### Congestion heat map, run 1

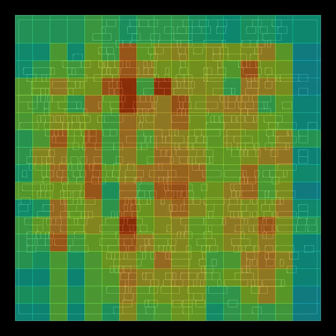
### Cells coloured by class, run 1

Scale bar: 20 microns.
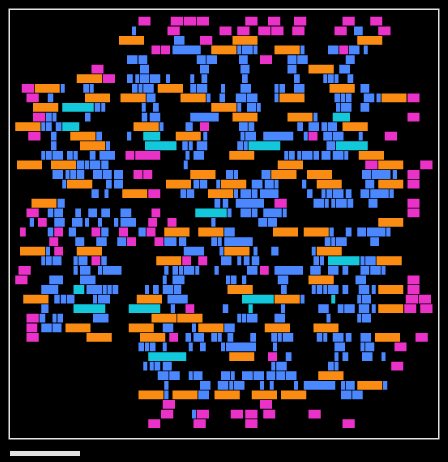
### Floorplan with the power grid, run 1

Pins as bars on the die edge. Tap cells in grey.
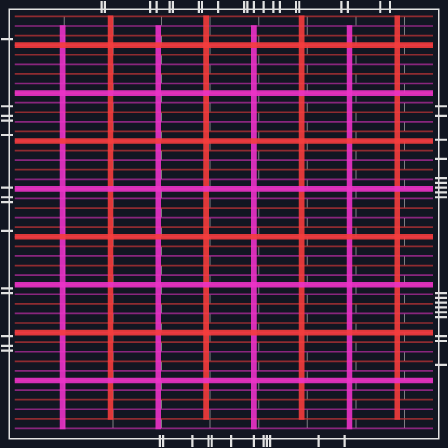
### Sequential cells coloured by netlist name, run 1

Other sequential cells in the stronger grey, the rest of the logic in the fainter grey.
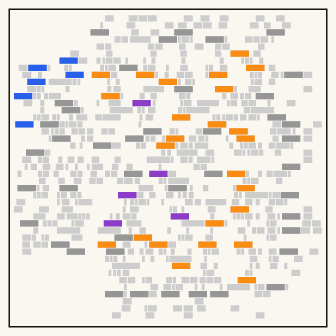
[config.mk]
export PLATFORM = sky130hd
export DESIGN_NAME = theta_stream_unit
export DESIGN_NICKNAME = d
export VERILOG_FILES = /design/src/rtl/keccak_theta_pkg.sv /design/src/rtl/theta_col_parity.sv /design/src/rtl/theta_stream_unit.sv
export SDC_FILE = /design/constraint.sdc
export NUM_CORES = 1
export LEC_CHECK = 0
export CAP_MARGIN = 25
export CORE_UTILIZATION = 30
export CTS_CLUSTER_DIAMETER = 30
export DETAILED_ROUTE_END_ITERATION = 10
export PLACE_DENSITY_LB_ADDON = 0.1
export RECOVER_POWER = 25
export SETUP_SLACK_MARGIN = 0.05
export SYNTH_ARGS = -nofsm -noshare
export SYNTH_HDL_FRONTEND = slang
export SYNTH_SLANG_ARGS = --single-unit
[constraint.sdc]
create_clock -name clk -period 2.8 [get_ports clk]
set_input_delay 0.7 -clock clk [delete_from_list [all_inputs] [get_ports clk]]
set_output_delay 0.7 -clock clk [all_outputs]
set_load 0.005 [all_outputs]
[src/rtl/keccak_theta_pkg.sv]
// Shared types and helpers for the streaming Keccak theta step.
// Slice bit mapping is 5*y+x, parity vectors are indexed by x.
// Holds the FSM state encoding used by theta_stream_unit.
package keccak_theta_pkg;

    localparam int SLICE_W = 25;
    localparam int PLANE   = 5;

    typedef logic [SLICE_W-1:0] slice_t;
    typedef logic [PLANE-1:0]   par_t;

    typedef enum logic [1:0] {
        IDLE   = 2'd0,
        STREAM = 2'd1,
        FLUSH  = 2'd2
    } state_t;

    function automatic int bit_idx(input int x, input int y);
        return PLANE * y + x;
    endfunction

    // slice ^ D(c, p), where D[x] = c[x-1] ^ p[x+1] (indices mod 5),
    // broadcast over all five rows y.
    function automatic slice_t theta_mix(input slice_t s, input par_t c, input par_t p);
        slice_t r;
        logic   d;
        r = s;
        for (int x = 0; x < PLANE; x++) begin
            d = c[(x + PLANE - 1) % PLANE] ^ p[(x + 1) % PLANE];
            for (int y = 0; y < PLANE; y++) begin
                r[bit_idx(x, y)] = s[bit_idx(x, y)] ^ d;
            end
        end
        return r;
    endfunction

endpackage

[src/rtl/theta_col_parity.sv]
// Column parity of one 25-bit slice: par_o[x] = XOR over y of slice_i[5*y+x].
// Ports: slice_i (slice_t in), par_o (par_t out).
// Purely combinational, zero latency, no flow control.
module theta_col_parity
    import keccak_theta_pkg::*;
(
    input  slice_t slice_i,
    output par_t   par_o
);

    always_comb begin
        par_o = '0;
        for (int x = 0; x < PLANE; x++) begin
            for (int y = 0; y < PLANE; y++) begin
                par_o[x] = par_o[x] ^ slice_i[bit_idx(x, y)];
            end
        end
    end

endmodule

[src/rtl/theta_stream_unit.sv]
// Streaming Keccak theta over one 25-bit depth slice per beat; slice 0 is held
// and emitted last so the C[x+1][DEPTH-1] wrap term is available.
// Latency: a slice is on out_valid the cycle after acceptance; 1-deep output register.
// Backpressure: in_ready = !out_valid | out_ready while streaming, 0 while flushing slice 0.
// Ports: clk, rst (sync, active-high), theta_en, in_valid/in_ready/in_slice,
//        out_valid/out_ready/out_slice/out_z/out_last, busy.
// Optional: define THETA_PARITY_OUT_EN to add out_par (column parity of the original slice).
module theta_stream_unit
    import keccak_theta_pkg::*;
#(
    parameter int DEPTH   = 64,
    parameter int DEPTH_W = $clog2(DEPTH)
) (
    input  logic               clk,
    input  logic               rst,
    input  logic               theta_en,
    input  logic               in_valid,
    output logic               in_ready,
    input  logic [24:0]        in_slice,
    output logic               out_valid,
    input  logic               out_ready,
    output logic [24:0]        out_slice,
    output logic [DEPTH_W-1:0] out_z,
    output logic               out_last,
`ifdef THETA_PARITY_OUT_EN
    output logic [4:0]         out_par,
`endif
    output logic               busy
);

    localparam logic [DEPTH_W-1:0] Z_LAST = DEPTH_W'(DEPTH - 1);
    localparam logic [DEPTH_W-1:0] Z_ONE  = DEPTH_W'(1);

    state_t               state_q, state_d;
    logic [DEPTH_W-1:0]   z_cnt_q, z_cnt_d;
    slice_t               slice0_q, slice0_d;
    par_t                 c0_q, c0_d;
    par_t                 prevc_q, prevc_d;
    logic                 mode_q, mode_d;
    logic                 out_vld_q, out_vld_d;
    slice_t               out_slice_q, out_slice_d;
    logic [DEPTH_W-1:0]   out_z_q, out_z_d;
    logic                 out_last_q, out_last_d;
    logic                 busy_q, busy_d;
    par_t                 out_par_q, out_par_d;

    par_t                 col_par;
    logic                 slot_free;
    logic                 in_acc;

    theta_col_parity u_col_parity (
        .slice_i (in_slice),
        .par_o   (col_par)
    );

    // Output slot can take a new beat when empty or draining this cycle.
    assign slot_free = !out_vld_q || out_ready;

    always_comb begin
        in_ready = 1'b0;
        if (!rst) begin
            case (state_q)
                IDLE:    in_ready = 1'b1;
                STREAM:  in_ready = slot_free;
                default: in_ready = 1'b0;
            endcase
        end
    end

    assign in_acc = in_valid && in_ready;

    always_comb begin
        state_d     = state_q;
        z_cnt_d     = z_cnt_q;
        slice0_d    = slice0_q;
        c0_d        = c0_q;
        prevc_d     = prevc_q;
        mode_d      = mode_q;
        out_vld_d   = out_vld_q;
        out_slice_d = out_slice_q;
        out_z_d     = out_z_q;
        out_last_d  = out_last_q;
        busy_d      = busy_q;
        out_par_d   = out_par_q;

        if (out_vld_q && out_ready) begin
            out_vld_d  = 1'b0;
            out_last_d = 1'b0;
        end

        case (state_q)
            IDLE: begin
                if (in_acc) begin
                    slice0_d = in_slice;
                    c0_d     = col_par;
                    prevc_d  = col_par;
                    mode_d   = theta_en;
                    z_cnt_d  = Z_ONE;
                    busy_d   = 1'b1;
                    state_d  = STREAM;
                end
            end
            STREAM: begin
                if (in_acc) begin
                    out_vld_d   = 1'b1;
                    out_slice_d = mode_q ? theta_mix(in_slice, col_par, prevc_q) : in_slice;
                    out_z_d     = z_cnt_q;
                    out_par_d   = col_par;
                    prevc_d     = col_par;
                    if (z_cnt_q == Z_LAST) begin
                        z_cnt_d = '0;
                        state_d = FLUSH;
                    end else begin
                        z_cnt_d = z_cnt_q + Z_ONE;
                    end
                end
            end
            FLUSH: begin
                // out_last_q marks that held slice 0 already sits in the output register;
                // prevc_q now holds C[DEPTH-1] for the wrap term.
                if (!out_last_q) begin
                    if (slot_free) begin
                        out_vld_d   = 1'b1;
                        out_slice_d = mode_q ? theta_mix(slice0_q, c0_q, prevc_q) : slice0_q;
                        out_z_d     = '0;
                        out_last_d  = 1'b1;
                        out_par_d   = c0_q;
                    end
                end else if (out_vld_q && out_ready) begin
                    busy_d  = 1'b0;
                    state_d = IDLE;
                end
            end
            default: state_d = IDLE;
        endcase
    end

    always_ff @(posedge clk) begin
        if (rst) begin
            state_q     <= IDLE;
            z_cnt_q     <= '0;
            slice0_q    <= '0;
            c0_q        <= '0;
            prevc_q     <= '0;
            mode_q      <= 1'b0;
            out_vld_q   <= 1'b0;
            out_slice_q <= '0;
            out_z_q     <= '0;
            out_last_q  <= 1'b0;
            busy_q      <= 1'b0;
            out_par_q   <= '0;
        end else begin
            state_q     <= state_d;
            z_cnt_q     <= z_cnt_d;
            slice0_q    <= slice0_d;
            c0_q        <= c0_d;
            prevc_q     <= prevc_d;
            mode_q      <= mode_d;
            out_vld_q   <= out_vld_d;
            out_slice_q <= out_slice_d;
            out_z_q     <= out_z_d;
            out_last_q  <= out_last_d;
            busy_q      <= busy_d;
            out_par_q   <= out_par_d;
        end
    end

    assign out_valid = out_vld_q;
    assign out_slice = out_slice_q;
    assign out_z     = out_z_q;
    assign out_last  = out_last_q;
    assign busy      = busy_q;

`ifdef THETA_PARITY_OUT_EN
    assign out_par = out_par_q;
`else
    // Registered parity only feeds the optional port.
    logic unused_par;
    assign unused_par = ^out_par_q;
`endif

endmodule

==> changes_impl.md, run 1 <==
## Implementation

- Power per cell area: 625 nW/um^2
- Switching share of power: 28.9%
- CTS clk-pin slew, worst paths: 60 ps
- Worst path cell trace: inv_1 -> ha_2 -> a21oi_1 -> nor2_1 -> clkdlybuf4s50_1
- Worst slew pin tran: 529 ps
- WL met3: 441 microns
- Cell Int Power: 0.00244 W
- Buffering overhead: 15.6%
- Yosys xor share: 14.1%
- Final Cycle Share: 90.1%
- Commonest cells post-synth: nand2_1 (86), dfxtp_1 (78), a21oi_1 (68)
- Hold Path Depth: 2
- Yosys adder share: 1.46%
- Grt ovf: 0
- Worst Setup SP: state_q[1]
- P_leak: 2.06 nW
- Global-route wire length before repair: 19300 microns
- Final Non-Filler Cells: 756
- Final net count: 606
- Top cells, area: dfxtp_1 (36%), xnor2_1 (8.0%), a21oi_1 (7.9%)
- Synth Net Count: 542
- Final setup fails: 0
- Overall Power: 0.00343 W
- Worst hold slack: 446 ps
- Part of the power in combinational logic: 26.7%
- Mux share: 0.964%
- Resized cells post-CTS: 2
- Hold Fails Final Rpt: 0
- Number of non-clock inverters: 5
- Drt initial violations: 178
- Largest net degree at the start of global routing: 46
- Switch Pwr: 0.000993 W
- CP peak stage delay: 500 ps
- Clock-cell share of area: 5.70%
- Seq_cells: 78
- Num tapcells: 180
- Worst Setup Start Kind: flip-flop
- Cell taking the most area after synthesis: dfxtp_1
- Status: complete, no violations
- Met1 WL: 5630 microns
- Hold Path End: out_z[2]
- RSZ-0062 raised after global routing: no
- Clk buf depth: 2
- CP Capture Point: in_ready
- Synth logic family: simple AND/OR/NAND/NOR gates
- Die area: 14800 sq um
- Drt pass-1 iters: 4
- R2R depth: 8
- Flop pwr share: 37.6%
- Rel. slew slack: 64.7%
- Max Used Layer: met4
- Antenna violations before repair: 0
- CTS Hold Buffers Added: 0
- Reg-to-Reg Start: state_q[0]
- CP Capture Type: output pin
- Via/cell ratio: 4.96
- Clock Sinks: 78
- GP Congestion: 0.782
- Setup bufs post-CTS: 0
- Combinational share of cell area: 45.8%
- Antenna diodes: 0
- WL final: 11700 microns
- Clk_skew: 7.76 ps
- Reg2reg setup slack: 700 ps
- Wire length per cell: 15.4 microns
- FP Core Util: 30.9%
- Clock period minus worst slack: 2520 ps
- Top Family by Delay on Critical Path: buffers and inverters
- Number of global-route vias before repair: 3733
- Ao+oa area frac: 18.7%
- WP data required: 2100 ps
- OpenROAD warning count: 29
- Fin worst setup slack: 278 ps
- Critical Path Fanout Max: 13
- Yosys Instances: 507
- WS Path Type: reg -> out
About 'Congestion heat map':
met1 usage: 21.8%
grt peak-use layer: met2
met2 demand-to-capacity share in global routing: 28.1%
GRT Util Overall: 17.0%
met3 track demand over resource: 5.12%

About 'Cells coloured by class':
- combinational and other logic: blue (cells 390; share of their area 48%)
- remaining buffers and delay cells: magenta (cells 92; share of their area 16%)
- sequential cells: orange (cells 78; share of their area 30%)
- clock drivers and dummy loads: cyan (cells 16; share of their area 5.9%)
Seq/total area: 28.4%
CORE AREA: 13900 sq um
final core occ: 39.5%
num rows: 43

About 'Floorplan with the power grid':
- VDD: red
- VSS: magenta
- met1 rails: 44
- signal pins: 65
- rows: 43
- tap cells: 180
Max VDD drop: 0.353 mV
die height: 122 microns

About 'Sequential cells coloured by netlist name':
- `c0_q`: purple (placed flops 5; where centre)
- `out_z`: blue (placed flops 6; where upper left)
- `slice0_q`: orange (placed flops 25)
P_seq: 0.00129 W
FF+latch area: 1560 sq um

## run 1: worst min-delay path, stage by stage (launching register included)
cell and delay [ps]:
dfxtp_1 300, nand2_1 50, a21oi_1 50
## run 1: power groups by stage
stage | Clock, W | Sequential, W | Combinational (W)
after floorplan | 0 | 0.00131 | 0.000542
final | 0.00122 | 0.00129 | 0.000916
after detailed placement | 0 | 0.00132 | 0.000940
after global placement | 0 | 0.00132 | 0.000935
after global routing | 0.00132 | 0.00131 | 0.00102
after CTS | 0.00127 | 0.00130 | 0.000945
## run 1: layer usage
layer	vias up	global-route usage, %
met5	-	0
met4	0	3.47
met3	6	5.12
met2	45	28.1
met1	1804	21.8
li1	1892	-
==> run 2: changes to the inputs <==
- CTS_BUF_LIST: not set -> sky130_fd_sc_hd__clkbuf_8 sky130_fd_sc_hd__clkbuf_16
### Floorplan with the power grid, run 2

Pins as bars on the die edge. Tap cells in grey.
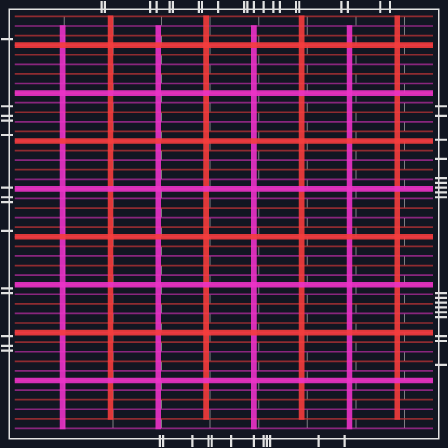
- VDD: red
- VSS: magenta
- met5 straps: 8
- signal pins: 65
- met1 rails: 44
Max VDD drop: 0.352 mV
die extent in x: 122 microns

==> run 2 against run 1 <==
  * First-iteration DRC count unchanged
  * Cell count unchanged
  * Worst setup slack about the same
  * Global-route usage unchanged
  * Final area unchanged
  * Clock skew about the same
  * Total power down 0.21%
  * Maximum frequency about the same
  * Count of clock-buffer cells in the layout down 2
  * Register-to-register slack about the same
==> changes_impl.md, run 2 <==
## Implementation

- Final TNS setup: 0 ps
- FF+latch area: 1560 sq um
- WL met3: 462 microns
- Global-route wire length before repair: 19300 microns
- Antenna violations before repair: 0
- Wire length per cell: 15.4 microns
- Overall Power: 0.00343 W
- CORE AREA: 13900 sq um
- Top cells, area: dfxtp_1 (36%), xnor2_1 (8.0%), a21oi_1 (7.9%)
- OpenROAD warning count: 29
- Flop pwr share: 37.7%
- WS Path Type: reg -> out
- Clk_skew: 7.59 ps
- WL final: 11700 microns
- Met2 demand-to-capacity share in global routing: 28.1%
- Status: complete, no violations
- Clk buf depth: 2
- Yosys xor share: 14.1%
- Met1 WL: 5620 microns
- Antenna diodes: 0
- Yosys Instances: 507
- FP Core Util: 30.9%
- Mux share: 0.964%
- Via/cell ratio: 4.96
- Clock group: 0.00122 W
- GRT Util Overall: 17.0%
- CP peak stage delay: 500 ps
- Final core occ: 39.5%
- GP Congestion: 0.782
- Grt ovf: 0
- Number of global-route vias before repair: 3733
- Clock period minus worst slack: 2520 ps
- Grt peak-use layer: met2
- Worst slew pin tran: 530 ps
- Yosys adder share: 1.46%
- Hold Fails Final Rpt: 0
- Worst Setup Start Kind: flip-flop
- Part of the power in combinational logic: 26.7%
- Main power group: sequential cells
- Drt pass-1 iters: 4
- Switch Pwr: 0.000993 W
- Worst Setup SP: state_q[1]
- Power per cell area: 624 nW/um^2
- Reg-to-Reg Start: state_q[0]
- Fin worst setup slack: 277 ps
- Switching share of power: 29.0%
- Max Used Layer: met4
- Met1 usage: 21.8%
- Clock Sinks: 78
- P_seq: 0.00129 W
- RSZ-0062 raised after global routing: no
- Final Cycle Share: 90.1%
- CTS clk-pin slew, worst paths: 60 ps
- Comb group: 0.000916 W
- Final Non-Filler Cells: 756
- Ao+oa area frac: 18.7%
- Final setup fails: 0
- Clk pwr share: 35.6%
- Synth Net Count: 542
- CP Capture Type: output pin
- Worst hold slack: 446 ps
- CTS Hold Buffers Added: 0
- Critical Path Fanout Max: 13
- Largest net degree at the start of global routing: 46
- Final net count: 606
- Commonest cells post-synth: nand2_1 (86), dfxtp_1 (78), a21oi_1 (68)
- Top Family by Delay on Critical Path: buffers and inverters
- P_leak: 2.06 nW
- Met3 track demand over resource: 5.12%
- Cell taking the most area after synthesis: dfxtp_1
run 2: cell counts after synthesis:
No cell type changed its count.
run 2: cell type report:
cell class / count / area share (%)
Timing Repair Buffer: 92 / 15.6
Clock buffer: 12 / 4.86
Inverter: 5 / 0.342
Sequential cell: 78 / 28.4
Clock inverter: 4 / 0.843
Tap cell: 180 / 4.10
Multi-Input combinational cell: 385 / 45.8
run 2: final timing paths:
kind	endpoint	depth (start not counted)
min	out_z[2]	2
min reg2reg	out_z[2]	2
max reg2reg	out_slice[21]	8
max	in_ready	5
run 2: timing repair:
action | CTS | global route
buffers inserted | 0 | 0
endpoints found under the hold margin | 0 | 0
endpoints found under the setup margin | 1 | 1
gates resized | 2 | 1
Power figures rest on the tool's default switching activity, not on a simulated workload.
